Figure 1. Routed clock nets over the placement (run 1).
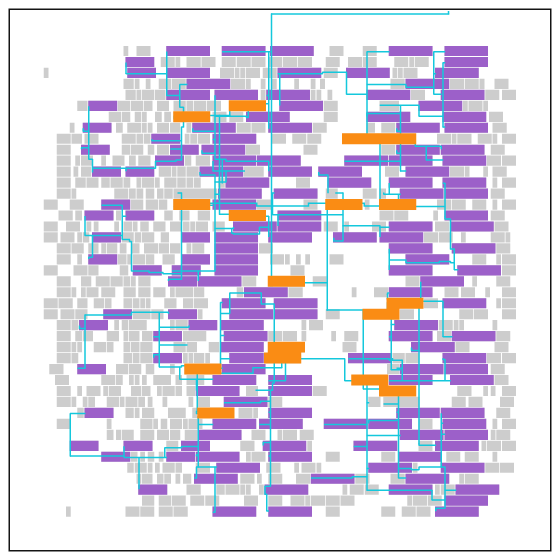
Figure 2. Sequential cells grouped by signal name (run 1).
The bar under the picture is 50 um long.
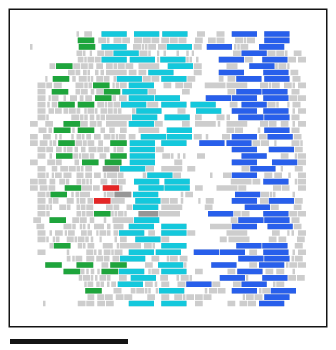
Figure 3. Sizing map (run 1).
The bar under the picture is 50 um long.
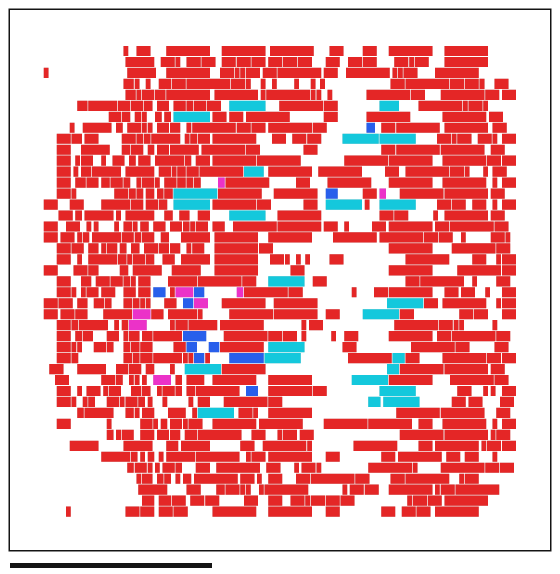
==> config.mk <==
export PLATFORM = sky130hd
export DESIGN_NAME = fetch_queue
export DESIGN_NICKNAME = d
export VERILOG_FILES = /design/src/rtl/fetch_queue.sv
export SDC_FILE = /design/constraint.sdc
export NUM_CORES = 1
export LEC_CHECK = 0
export CAP_MARGIN = 10
export CORE_MARGIN = 8
export CORE_UTILIZATION = 50
export CTS_CLUSTER_DIAMETER = 50
export CTS_CLUSTER_SIZE = 20
export DETAILED_ROUTE_END_ITERATION = 7
export PLACE_DENSITY = 0.85
export SYNTH_ARGS = -nofsm -noshare
export SYNTH_HDL_FRONTEND = slang
export SYNTH_SLANG_ARGS = --single-unit
==> constraint.sdc <==
create_clock -name clk -period 8 [get_ports clk]
set_input_delay 0.8 -clock clk [delete_from_list [all_inputs] [get_ports clk]]
set_output_delay 0.8 -clock clk [all_outputs]
set_load 0.05 [all_outputs]
==> results.json <==
{
  "status": "complete, no violations",
  "dr_total_vias": 4841,
  "finalSetupViolations": 0,
  "grt_pass1_vias": 4895,
  "tightest_slew_ns": 1.109,
  "htreeDepth": 4,
  "p_comb_share_pct": 11.4,
  "final_max_slew_viol_count": 0,
  "edf_count": 124,
  "cts_hold_buf": 0,
  "yosys_cells": 565,
  "path_clk_slew_ns": 0.06,
  "hold_violations": 0,
  "ys_types": 40,
  "startpoint_type": "input port",
  "dieArea_um2": 17940,
  "async_flop_share_pct": 0,
  "largest_reg_flops": 64,
  "crit_type": "in -> out",
  "cpPeakStageDelay_ns": 0.79,
  "cap_viol_max_count": 0,
  "port_buffers": 158,
  "cts_tree": "yes",
  "nNetsFinal": 778,
  "synthCells": 565,
  "ant_nets": 0,
  "antenna_found_initial": 0,
  "worstPathArrival_ns": 3.30,
  "ys_chip_area_um2": 6954,
  "fmax_ghz": 0.2441,
  "grt_pass1_wl_um": 24990,
  "path_cells": "clkdlybuf4s50_1, inv_1, o21ai_4, buf_4, nor2_1, clkdlybuf4s50_1",
  "crit_fanout": 63,
  "placementRows": 43,
  "p_sw_uw": 480.8,
  "rsz0062_at_grt": "false",
  "hold_depth": 2,
  "synthFlopType": "edfxtp_1",
  "grt_max_degree": 64,
  "yosys_warnings": 0,
  "hold_class": "reg -> reg",
  "drt-total-wl_um": 16210,
  "p_seq_share_pct": 48.7,
  "ys.flops": 159,
  "cts_resized": 0,
  "drt_iter0_drc": 324,
  "hpwl_um": 11050,
  "tool_warnings": 28,
  "period_used_pct": 51.20,
  "setup_tns_ns": 0,
  "crit_cells": 6,
  "grt_overflow": 0,
  "groute.usage.overall_pct": 17.59,
  "syn_area_per_cell_um2": 12.31,
  "topCellsByArea": "edfxtp_1 (54%), dfxtp_1 (10%), mux2i_1 (9.1%)",
  "num_io_pins": 165,
  "r2r_cells": 6,
  "cts_buffer_depth": 2,
  "whs_ns": 0.5579,
  "cpMostUsedCell": "clkdlybuf4s50_1",
  "dpl_worst_slack_ns": 3.884,
  "power_mw": 1.960,
  "path_buffers": 4,
  "rrSetupSlack_ns": 5.27,
  "leakage_nw": 3.061,
  "final.min_clock_period_ns": 4.096,
  "cts-root-buf": "clkbuf_16"
}
About Figure 1:
- purple: flip-flops (count 159)
- cyan: clock wires (length 1740 um)
- orange: clock-net drivers (count 17)
- flops lie: all over the die
clock latency at the later pin of the worst-skew pair: 0.41 ns
Clk pwr share: 39.9%

About Figure 2:
- blue: instr_mem (placed flops 64; where a column on the right)
- green: inst_addr (placed flops 30)
- red: count_reg (placed flops 2)
- cyan: pc4_mem (placed flops 60; where a column down the middle)
Flop area: 4428 um^2
P_seq: 955 uW
final core area utilization: 67.35%
sequential cell area share: 47.92%

About Figure 3:
- red: x1 and smaller (cells 678; most used clkdlybuf4s50_1)
- blue: x3 and x4 (cells 11; most used buf_4)
- cyan: x6 and larger (cells 24; most used clkbuf_16)
- magenta: x2 (cells 8; most used clkinv_2)
design area: 9240 um^2
Syn-to-layout area delta: 32.87%
Signal buffers: 162
worst setup margin: 3.904 ns

## run 1: power groups by stage
stage               logic [mW]  registers [mW]  clock network, mW
global route             0.235           0.958              0.830
finish                   0.223           0.955              0.783
global placement         0.217           0.969                  0
floorplan                0.105           0.998                  0
detailed placement       0.223           0.972                  0
CTS                      0.224           0.954              0.797
## run 1: final cells by class
type	instances	area, um^2
multi-input cells	363	2372
well taps	180	225.2
clock buffers	21	481.7
repair buffers	162	1612
flip-flops and latches	159	4428
fillers	1015	4479
inverters	5	18.77
clock inverters	11	102.6
## run 1: cell families (layout without fill, tap and decap cells)
| kind of cell | count (synthesis) | count (layout) | share of synthesized area [%] |
|---|---|---|---|
| other | 1 | 4 | 0.05392 |
| xor gates and xnor gates | 58 | 58 | 7.305 |
| AOI/OAI and AO/OA | 47 | 47 | 4.426 |
| buffers and inverters | 46 | 199 | 2.825 |
| and+or+nand+nor | 189 | 189 | 12.34 |
| adders and majority gates | 2 | 2 | 0.3598 |
| muxes | 63 | 63 | 9.068 |
| DFF | 159 | 159 | 63.62 |
## run 1: metal layers
metal / share of wire [%] / up-vias / wire (um) / track usage, %
met5: 0 / - / 0 / 0
met4: 1.5 / 0 / 238 / 5.677
met3: 8.0 / 22 / 1302 / 5.385
met2: 48 / 199 / 7732 / 28.90
met1: 43 / 2313 / 6939 / 21.72
li1: - / 2307 / - / -
## run 1: synth_stat cells, types with 2 or more instances
cell type / count
or3_1: 3
a311oi_1: 3
o22ai_1: 2
nor2_1: 89
nand4_1: 9
inv_1: 5
and2_1: 4
buf_1: 7
o21ai_0: 6
edfxtp_1: 124
and4_1: 2
or4_1: 3
ha_1: 2
nand2_1: 37
a2111oi_0: 2
clkbuf_1: 25
nand3_1: 21
nor3_1: 8
dfxtp_1: 35
mux2i_1: 63
buf_4: 5
xnor2_1: 25
nor4_1: 3
a211oi_1: 14
and3_1: 4
xor2_1: 33
o21a_1: 4
a21oi_1: 12
buf_2: 4
## run 1: tightest hold or removal path, stage by stage (launching register included)
cell      delay (ns)
dfxtp_1         0.34
o31ai_1         0.08
a311oi_1        0.09
## run 1: placed cells by master, fill, tap and decap left out, types with 2 or more instances in the layout
cell	count
o21ai_0	6
a211oi_1	14
nor4_2	2
ha_1	2
xnor2_1	25
or3_1	3
clkbuf_8	2
clkinv_2	3
clkbuf_16	18
and2_1	4
o22ai_1	2
inv_1	5
a21oi_1	12
a2111oi_0	2
nand4_1	9
buf_4	4
edfxtp_1	124
clkdlybuf4s50_1	158
and3_1	4
a311oi_1	3
inv_6	3
mux2i_1	63
nor4_1	2
and4_1	2
nor2_1	89
o21a_1	4
dfxtp_1	34
nor3_1	7
conb_1	4
or4_1	3
nand2_1	37
xor2_1	33
nand3_1	21
clkinv_4	2
## run 1: through the flow
stage / instance area (um^2) / cells
after floorplan: 6965 / 568
after global placement: 8656 / 869
after detailed placement: 8656 / 869
after CTS: 9240 / 901
after global routing: 9240 / 901
final: 9240 / 901
No activity file was given, so power comes from the tool's default toggle rates.
